run_1/io_fan.png
Scale: 4 px per um.
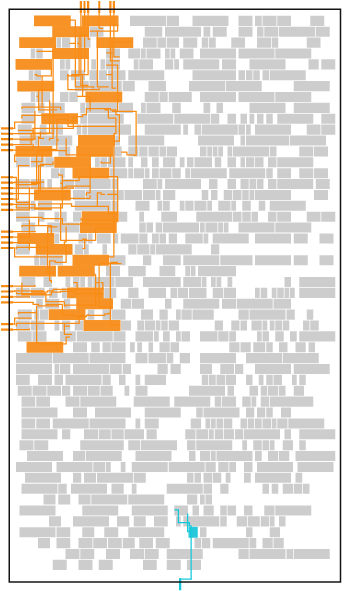
run_1/placement.png
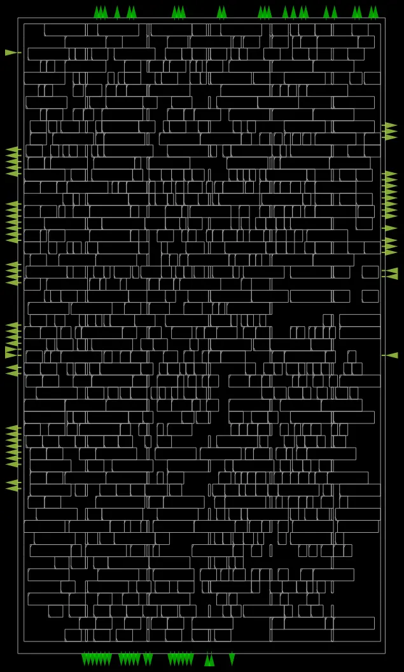
run_1/flops_by_reg.png
Scale: 2 px per um. Other sequential cells in the stronger grey, the rest of the logic in the fainter grey.
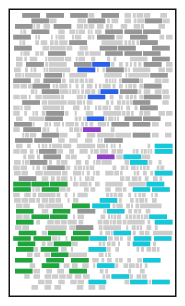
run_1/placement_by_type.png
Scale: 2 px per um.
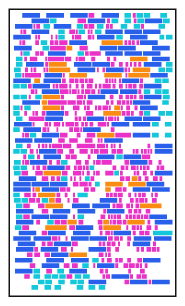
File: src/rtl/battleship_torpedo_aimer_if.sv
// Purpose : bundle of the player-control inputs and the torpedo/overlay outputs of the aimer.
// Latency : none (wires only).
// Backpr. : torp_valid/torp_ready handshake; the aimer holds torps until torp_ready.
// Ports   : master = aimer side (drives torps/overlay), slave = player + sinker side.
interface battleship_torpedo_aimer_if #(
   parameter int NSEG   = 28,
   parameter int SHOT_W = 5
);
   logic              clear;
   logic              turn_en;
   logic              btn_next;
   logic              btn_prev;
   logic              btn_fire;
   logic              torp_ready;
   logic [NSEG-1:0]   torps;
   logic              torp_valid;
   logic [NSEG-1:0]   cursor_mask;
   logic [NSEG-1:0]   fired_map;
   logic [SHOT_W-1:0] shot_count;
   logic              dup_shot;

   modport master (
      input  clear, turn_en, btn_next, btn_prev, btn_fire, torp_ready,
      output torps, torp_valid, cursor_mask, fired_map, shot_count, dup_shot
   );

   modport slave (
      output clear, turn_en, btn_next, btn_prev, btn_fire, torp_ready,
      input  torps, torp_valid, cursor_mask, fired_map, shot_count, dup_shot
   );
endinterface

File: src/rtl/battleship_torpedo_aimer.sv
// Purpose : steps a cursor over the board segments, fires one torpedo per turn, refuses repeats.
// Latency : fire pulse -> torp_valid one cycle later; all outputs registered.
// Backpr. : torps/torp_valid held stable in ISSUE until torp_ready; buttons ignored meanwhile.
// Ports   : clk, reset (async active-high); bus = master modport of battleship_torpedo_aimer_if
//           (clear, turn_en, btn_* in; torps, torp_valid, cursor_mask, fired_map, shot_count, dup_shot out).
module battleship_torpedo_aimer #(
   parameter int NSEG      = 28,
   parameter int BLINK_DIV = 25_000_000,
   parameter int SHOT_W    = 5
) (
   input  logic                          clk,
   input  logic                          reset,
   battleship_torpedo_aimer_if.master    bus
);
   localparam int CW = (NSEG > 1) ? $clog2(NSEG) : 1;
   localparam int BW = $clog2(BLINK_DIV);
   localparam logic [CW-1:0]   LAST_SEG = CW'(NSEG - 1);
   localparam logic [BW-1:0]   LAST_CNT = BW'(BLINK_DIV - 1);
   localparam logic [NSEG-1:0] ONE      = NSEG'(1);

   typedef enum logic [1:0] {ST_IDLE, ST_AIM, ST_ISSUE} state_t;

   state_t            r_state,      w_state_nxt;
   logic [CW-1:0]     r_cursor,     w_cursor_nxt;
   logic [NSEG-1:0]   r_torps,      w_torps_nxt;
   logic              r_torp_valid, w_torp_valid_nxt;
   logic [NSEG-1:0]   r_fired_map,  w_fired_map_nxt;
   logic [SHOT_W-1:0] r_shot_count, w_shot_count_nxt;
   logic              r_dup_shot,   w_dup_shot_nxt;
   logic [NSEG-1:0]   r_cursor_mask, w_cursor_mask_nxt;
   logic [BW-1:0]     r_blink_cnt,  w_blink_cnt_nxt;
   logic              r_phase,      w_phase_nxt;
   logic              w_blink_adv;
   logic              w_blink_restart;
   logic [NSEG-1:0]   w_cursor_oh;

   assign w_cursor_oh = ONE << r_cursor;

   always_ff @(posedge clk or posedge reset) begin
      if (reset) begin
         r_state       <= ST_IDLE;
         r_cursor      <= '0;
         r_torps       <= '0;
         r_torp_valid  <= 1'b0;
         r_fired_map   <= '0;
         r_shot_count  <= '0;
         r_dup_shot    <= 1'b0;
         r_cursor_mask <= '0;
         r_blink_cnt   <= '0;
         r_phase       <= 1'b1;
      end else begin
         r_state       <= w_state_nxt;
         r_cursor      <= w_cursor_nxt;
         r_torps       <= w_torps_nxt;
         r_torp_valid  <= w_torp_valid_nxt;
         r_fired_map   <= w_fired_map_nxt;
         r_shot_count  <= w_shot_count_nxt;
         r_dup_shot    <= w_dup_shot_nxt;
         r_cursor_mask <= w_cursor_mask_nxt;
         r_blink_cnt   <= w_blink_cnt_nxt;
         r_phase       <= w_phase_nxt;
      end
   end

   always_comb begin
      w_state_nxt       = r_state;
      w_cursor_nxt      = r_cursor;
      w_torps_nxt       = r_torps;
      w_torp_valid_nxt  = r_torp_valid;
      w_fired_map_nxt   = r_fired_map;
      w_shot_count_nxt  = r_shot_count;
      w_dup_shot_nxt    = 1'b0;
      w_blink_cnt_nxt   = r_blink_cnt;
      w_phase_nxt       = r_phase;
      w_cursor_mask_nxt = '0;
      w_blink_adv       = 1'b0;
      w_blink_restart   = 1'b0;

      unique case (r_state)
         ST_IDLE: begin
            if (bus.turn_en) begin
               w_state_nxt     = ST_AIM;
               w_blink_restart = 1'b1;
            end
         end
         ST_AIM: begin
            if (!bus.turn_en) begin
               w_state_nxt = ST_IDLE;
            end else if (bus.btn_fire) begin
               // Fire wins over any move pressed in the same cycle.
               if (r_fired_map[r_cursor]) begin
                  w_dup_shot_nxt = 1'b1;
                  w_blink_adv    = 1'b1;
               end else begin
                  w_state_nxt      = ST_ISSUE;
                  w_torps_nxt      = w_cursor_oh;
                  w_torp_valid_nxt = 1'b1;
               end
            end else if (bus.btn_next && !bus.btn_prev) begin
               w_cursor_nxt    = (r_cursor == LAST_SEG) ? '0 : r_cursor + 1'b1;
               w_blink_restart = 1'b1;
            end else if (bus.btn_prev && !bus.btn_next) begin
               w_cursor_nxt    = (r_cursor == '0) ? LAST_SEG : r_cursor - 1'b1;
               w_blink_restart = 1'b1;
            end else begin
               w_blink_adv = 1'b1;
            end
         end
         ST_ISSUE: begin
            if (r_torp_valid && bus.torp_ready) begin
               w_state_nxt      = ST_IDLE;
               w_torps_nxt      = '0;
               w_torp_valid_nxt = 1'b0;
               w_fired_map_nxt  = r_fired_map | w_cursor_oh;
               if (r_shot_count != '1) begin
                  w_shot_count_nxt = r_shot_count + 1'b1;
               end
            end
         end
         default: begin
            w_state_nxt = ST_IDLE;
         end
      endcase

      // Restart shows the cursor immediately; otherwise the half-period counter runs.
      if (w_blink_restart) begin
         w_blink_cnt_nxt = '0;
         w_phase_nxt     = 1'b1;
      end else if (w_blink_adv) begin
         if (r_blink_cnt == LAST_CNT) begin
            w_blink_cnt_nxt = '0;
            w_phase_nxt     = ~r_phase;
         end else begin
            w_blink_cnt_nxt = r_blink_cnt + 1'b1;
         end
      end

      // New-game clear outranks everything decided above.
      if (bus.clear) begin
         w_state_nxt      = ST_IDLE;
         w_cursor_nxt     = '0;
         w_torps_nxt      = '0;
         w_torp_valid_nxt = 1'b0;
         w_fired_map_nxt  = '0;
         w_shot_count_nxt = '0;
         w_dup_shot_nxt   = 1'b0;
         w_blink_cnt_nxt  = '0;
         w_phase_nxt      = 1'b1;
      end

      // Overlay is derived from next-cycle state so it lines up with the registered state.
      unique case (w_state_nxt)
         ST_ISSUE: w_cursor_mask_nxt = ONE << w_cursor_nxt;
         ST_AIM:   w_cursor_mask_nxt = w_phase_nxt ? (ONE << w_cursor_nxt) : '0;
         default:  w_cursor_mask_nxt = '0;
      endcase
   end

   assign bus.torps       = r_torps;
   assign bus.torp_valid  = r_torp_valid;
   assign bus.cursor_mask = r_cursor_mask;
   assign bus.fired_map   = r_fired_map;
   assign bus.shot_count  = r_shot_count;
   assign bus.dup_shot    = r_dup_shot;
endmodule
File: src/flat_wrapper.sv
// flat-port wrapper written by rule: the top's interface ports become plain ports
module battleship_torpedo_aimer_flat 
#(
   parameter int NSEG      = 28,
   parameter int BLINK_DIV = 25_000_000,
   parameter int SHOT_W    = 5
)
  (clk, reset, bus_clear, bus_turn_en, bus_btn_next, bus_btn_prev, bus_btn_fire, bus_torp_ready, bus_torps, bus_torp_valid, bus_cursor_mask, bus_fired_map, bus_shot_count, bus_dup_shot);
  battleship_torpedo_aimer_if #(.NSEG(NSEG), .SHOT_W(SHOT_W)) bus_i ();
  input  logic clk;
  input  logic reset;
  input wire logic [$bits(bus_i.clear)-1:0] bus_clear;
  input wire logic [$bits(bus_i.turn_en)-1:0] bus_turn_en;
  input wire logic [$bits(bus_i.btn_next)-1:0] bus_btn_next;
  input wire logic [$bits(bus_i.btn_prev)-1:0] bus_btn_prev;
  input wire logic [$bits(bus_i.btn_fire)-1:0] bus_btn_fire;
  input wire logic [$bits(bus_i.torp_ready)-1:0] bus_torp_ready;
  output wire logic [$bits(bus_i.torps)-1:0] bus_torps;
  output wire logic [$bits(bus_i.torp_valid)-1:0] bus_torp_valid;
  output wire logic [$bits(bus_i.cursor_mask)-1:0] bus_cursor_mask;
  output wire logic [$bits(bus_i.fired_map)-1:0] bus_fired_map;
  output wire logic [$bits(bus_i.shot_count)-1:0] bus_shot_count;
  output wire logic [$bits(bus_i.dup_shot)-1:0] bus_dup_shot;
  assign bus_i.clear = bus_clear;
  assign bus_i.turn_en = bus_turn_en;
  assign bus_i.btn_next = bus_btn_next;
  assign bus_i.btn_prev = bus_btn_prev;
  assign bus_i.btn_fire = bus_btn_fire;
  assign bus_i.torp_ready = bus_torp_ready;
  assign bus_torps = bus_i.torps;
  assign bus_torp_valid = bus_i.torp_valid;
  assign bus_cursor_mask = bus_i.cursor_mask;
  assign bus_fired_map = bus_i.fired_map;
  assign bus_shot_count = bus_i.shot_count;
  assign bus_dup_shot = bus_i.dup_shot;
  battleship_torpedo_aimer #(.NSEG(NSEG), .BLINK_DIV(BLINK_DIV), .SHOT_W(SHOT_W)) u_core (.clk(clk), .reset(reset), .bus(bus_i));
endmodule
File: config.mk
export PLATFORM = sky130hd
export DESIGN_NAME = battleship_torpedo_aimer_flat
export DESIGN_NICKNAME = d
export VERILOG_FILES = /design/src/rtl/battleship_torpedo_aimer_if.sv /design/src/rtl/battleship_torpedo_aimer.sv /design/src/flat_wrapper.sv
export SDC_FILE = /design/constraint.sdc
export NUM_CORES = 1
export LEC_CHECK = 0
export CAP_MARGIN = 25
export CORE_ASPECT_RATIO = 1.75
export CORE_MARGIN = 1
export CORE_UTILIZATION = 54
export CTS_BUF_LIST = sky130_fd_sc_hd__clkbuf_8 sky130_fd_sc_hd__clkbuf_16
export DETAILED_ROUTE_END_ITERATION = 16
export PLACE_DENSITY_LB_ADDON = 0.08
export SYNTH_ARGS = -nofsm -noshare
export SYNTH_HDL_FRONTEND = slang
export SYNTH_SLANG_ARGS = --single-unit
File: constraint.sdc
create_clock -name clk -period 6 [get_ports clk]
set_input_delay 1.8 -clock clk [delete_from_list [all_inputs] [get_ports clk]]
set_output_delay 1.8 -clock clk [all_outputs]
set_load 0.005 [all_outputs]
==> results_slide.txt, run 1 <==
Run Summary

Run status
  – Run status: finished clean

Critical path
  – Slowest stage delay, CP: between 500 and 600 ps
  – Largest delay share family, worst path: simple AND/OR/NAND/NOR gates
  – Crit-path cells: clkdlybuf4s50_1 > o2111ai_1 > nand2_1 > a211oi_1 > inv_1 > ha_1 > nor2_1 > nand3_1 > or3_1 > nor4_1
  – Worst-path cell with the longest stage delay: clkdlybuf4s50_1
  – CP Capture Point: u_core.bus.cursor_mask[7]

Yosys
  – Yosys top cell by area: dfrtp_1
  – Post-synth EDFFs: 0
  – Multiplexer area fraction after synthesis: ~3.7%
  – Distinct cells, synth: approximately 67
  – Fraction of registers with async set/reset: 100%

Hold path
  – End of the worst hold path: u_core.bus.torps[8]
  – Hold Path Cell Cnt: 1
  – Hold_sp: u_core.bus.torps[8]

Final layout
  – Flop count: between 100 and 150
  – Mi-comb count: around 420
  – Logic area: around 2800 um2
  – Most instantiated logic cell after routing: dfrtp_1
  – Nets: approximately 710

Power
  – Pint: between 0.0015 and 0.002 W
  – Total power draw: ~0.0021 W
  – Sw Share: between 20% and 30%
  – Leak Pwr: 3.24 nW
  – Clock share of power: a little under three fifths
  – Power Density: ~270 nW/um2

Global routing
  – Total Routing Usage GR: a little under a third
  – Met2 usage: ~50%
  – Global route overflow: 0

Clock network
  – Cts hold-fix bufs: 0
  – Root Driver: clkbuf_16
  – CTS resizes: 0

Final timing
  – Setup Skew: just under 8 ps
  – FMAX: about 0.22 GHz

Routing
  – Routed wl met3: 849 um
  – Max layer used: met4
  – WL/cell: between 15 and 20 um
  – Vias after detailed routing: ~5300
  – Post-DRT Antenna Nets: 0
  – Post-route DRC violation count: 0
  – Routed WL: about 17000 um
About io_fan.png:
Orange marks `bus_fired_map`, bits 28, direction output, edge 22 left, 6 top, end cells 28, buffers 28, wire 1150 um. Cyan marks `reset`, bits 1, direction input, edge bottom, end cells 1, buffers 1, wire 29.3 um.
# IOs: 99
I/O Buffers: 98

About placement.png:
final non-filler cell total: 832
fin util: 70.7%

About flops_by_reg.png:
Purple marks `u_core.r_state`, placed flops 2. Blue marks `u_core.r_cursor`, placed flops 5. Cyan marks `u_core.r_blink_cnt`, placed flops 25. Green marks `u_core.bus.torps`, placed flops 28.
Another 64 sequential cells are not coloured.

About placement_by_type.png:
Orange marks clock drivers and dummy loads, cells 32. Blue marks flops, cells 124. Cyan marks other buffers and delay cells, cells 105. Magenta marks combinational and other logic, cells 439.
flop share of the area: 39.6%
fin area: 7850 um2
num rows: 51
Core Area: 11100 um2

==> run 1 -> run 2 <==
CORE_UTILIZATION = 49   (was 54)
clock period = 4 ns   (was 6 ns; I/O delays follow)
run_2/flops_by_reg.png
Scale: 2 px per um. Other sequential cells in the stronger grey, the rest of the logic in the fainter grey.
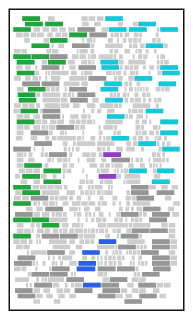
Cyan marks `u_core.r_blink_cnt`, placed flops 25. Blue marks `u_core.r_cursor`, placed flops 5, where bottom centre. Purple marks `u_core.r_state`, placed flops 2. Green marks `u_core.bus.torps`, placed flops 28.
Another 64 sequential cells are not coloured.

==> run 2 against run 1 <==
  * Core utilization down 4.3 points
  * Largest cell class unchanged
  * Count of clock-buffer cells in the layout did not move
  * Final area up 2.1%
  * Final cell count grew 6.9%
  * Clock power grew 31%
  * Clock skew is 3.8 ps higher
  * Sequential share of layout area down 0.81 points
  * Worst setup slack worse by 950 ps
  * Critical path depth rose by 1
  * First-iteration DRC count fell by 23%
  * Die area rose by 10%
  * Flip-flop count unchanged
==> results_slide.txt, run 2 <==
Run Summary

Run status
  – Run status: finished clean

Final timing
  – Setup Skew: 11.5 ps

Placed design
  – I/O Buffers: 98

Final layout
  – Most instantiated logic cell after routing: dfrtp_1
  – Fin area: 8010 um2
  – Logic area: 2790 um2
  – Flop count: between 100 and 150

Routing
  – Post-route DRC violation count: 0
  – Max layer used: met4
  – WL/cell: approximately 19 um
  – Routed wl met3: between 800 and 900 um

Hold path
  – Hold_sp: u_core.bus.torps[4]
  – Hold Path Cell Cnt: 1
  – End of the worst hold path: u_core.bus.torps[4]

Critical path
  – Crit-path cells: mux4_2 > mux2i_1 > o2111ai_1 > nand2_1 > nand3_1 > a21oi_1 > ha_1 > nor2_1 > nand3_1 > or3_1 > nor4_1
  – CP Capture Point: u_core.bus.cursor_mask[7]
  – Slowest stage delay, CP: 720 ps
  – Largest delay share family, worst path: simple AND/OR/NAND/NOR gates

Global routing
  – Met2 usage: between 40 and 50%
  – Total Routing Usage GR: around 28%

Power
  – Pint: between 0.002 and 0.0025 W

Yosys
  – Fraction of registers with async set/reset: 100%
==> run 2 -> run 3 <==
CORE_MARGIN = unset   (was 1)
CTS_CLUSTER_SIZE = 40   (was unset)
run_3/io_fan.png
Scale: 4 px per um.
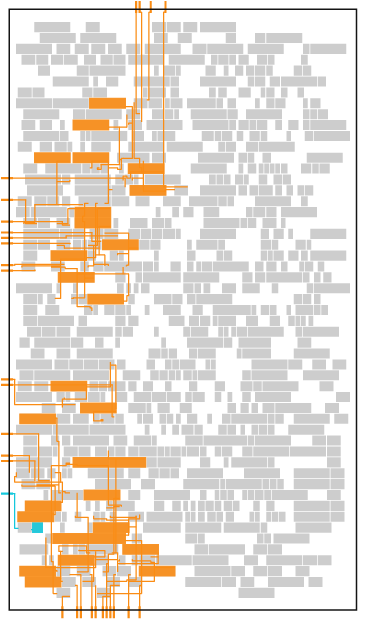
Cyan marks `reset`, bits 1, direction input, edge left, end cells 1, buffers 1, wire 10.7 um. Orange marks `bus_fired_map`, bits 28, direction output, edge 13 left, 11 bottom, 4 top, end cells 28, buffers 28, wire 1270 um.

==> run 3 against run 2 <==
  * Count of clock-buffer cells in the layout unchanged
  * Clock skew is the same
  * Via count unchanged
  * Die area unchanged
  * Maximum frequency stayed put
  * Final area did not move
  * Largest power group unchanged
  * Highest routed layer unchanged
==> results_slide.txt, run 3 <==
Run Summary

Critical path
  – Largest delay share family, worst path: simple AND/OR/NAND/NOR gates
  – CP Capture Point: u_core.bus.cursor_mask[7]
  – Slowest stage delay, CP: around 700 ps
  – Worst-path cell with the longest stage delay: dfrtp_1

Power
  – Clock share of power: between 50% and 60%
  – Leak Pwr: roughly 3.3 nW
  – Power Density: 368 nW/um2
  – Pint: between 0.002 and 0.0025 W
  – Total power draw: 0.00295 W
  – Sw Share: 25.2%

Yosys
  – Multiplexer area fraction after synthesis: 3.72%
  – Yosys top cell by area: dfrtp_1
  – Fraction of registers with async set/reset: 100%
  – Post-synth EDFFs: 0
  – Distinct cells, synth: about 67

Clock network
  – Root Driver: clkbuf_16
  – CTS resizes: 0
  – Cts hold-fix bufs: 0

Routing
  – Max layer used: met4
  – Routed wl met3: just under 900 um
  – Post-DRT Antenna Nets: 0
  – WL/cell: roughly 19 um
  – Post-route DRC violation count: 0
  – Routed WL: 16600 um
  – Vias after detailed routing: 5383

Final timing
  – FMAX: around 0.28 GHz
  – Setup Skew: 11.5 ps

Final layout
  – Logic area: roughly 2800 um2
  – Most instantiated logic cell after routing: dfrtp_1
  – Fin util: 66.4%
  – Fin area: approximately 8000 um2
  – Nets: approximately 730
  – Mi-comb count: around 420

Placed design
  – I/O Buffers: 98

Global routing
  – Total Routing Usage GR: approximately 28%
  – Met2 usage: a little under half
  – Global route overflow: 0

Hold path
  – Hold Path Cell Cnt: 1

Floorplan
  – Num rows: approximately 53
  – Core Area: about 12000 um2

Run status
  – Run status: finished clean

==> gallery <==
Clock network drawn from the DEF.
Scale: 2 px per um.
Plate I
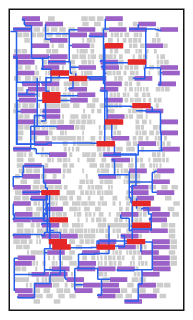
Plate II
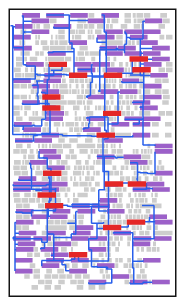
Run 1 is Plate II.
Run 3 is Plate I.

Key to Plate II:
Purple marks flip-flops, count 124. Blue marks clock wires, length 1640 um. Red marks clock drivers, count 17.
Position of the flops: widely spread.

Power and IR drop assume default switching activity.
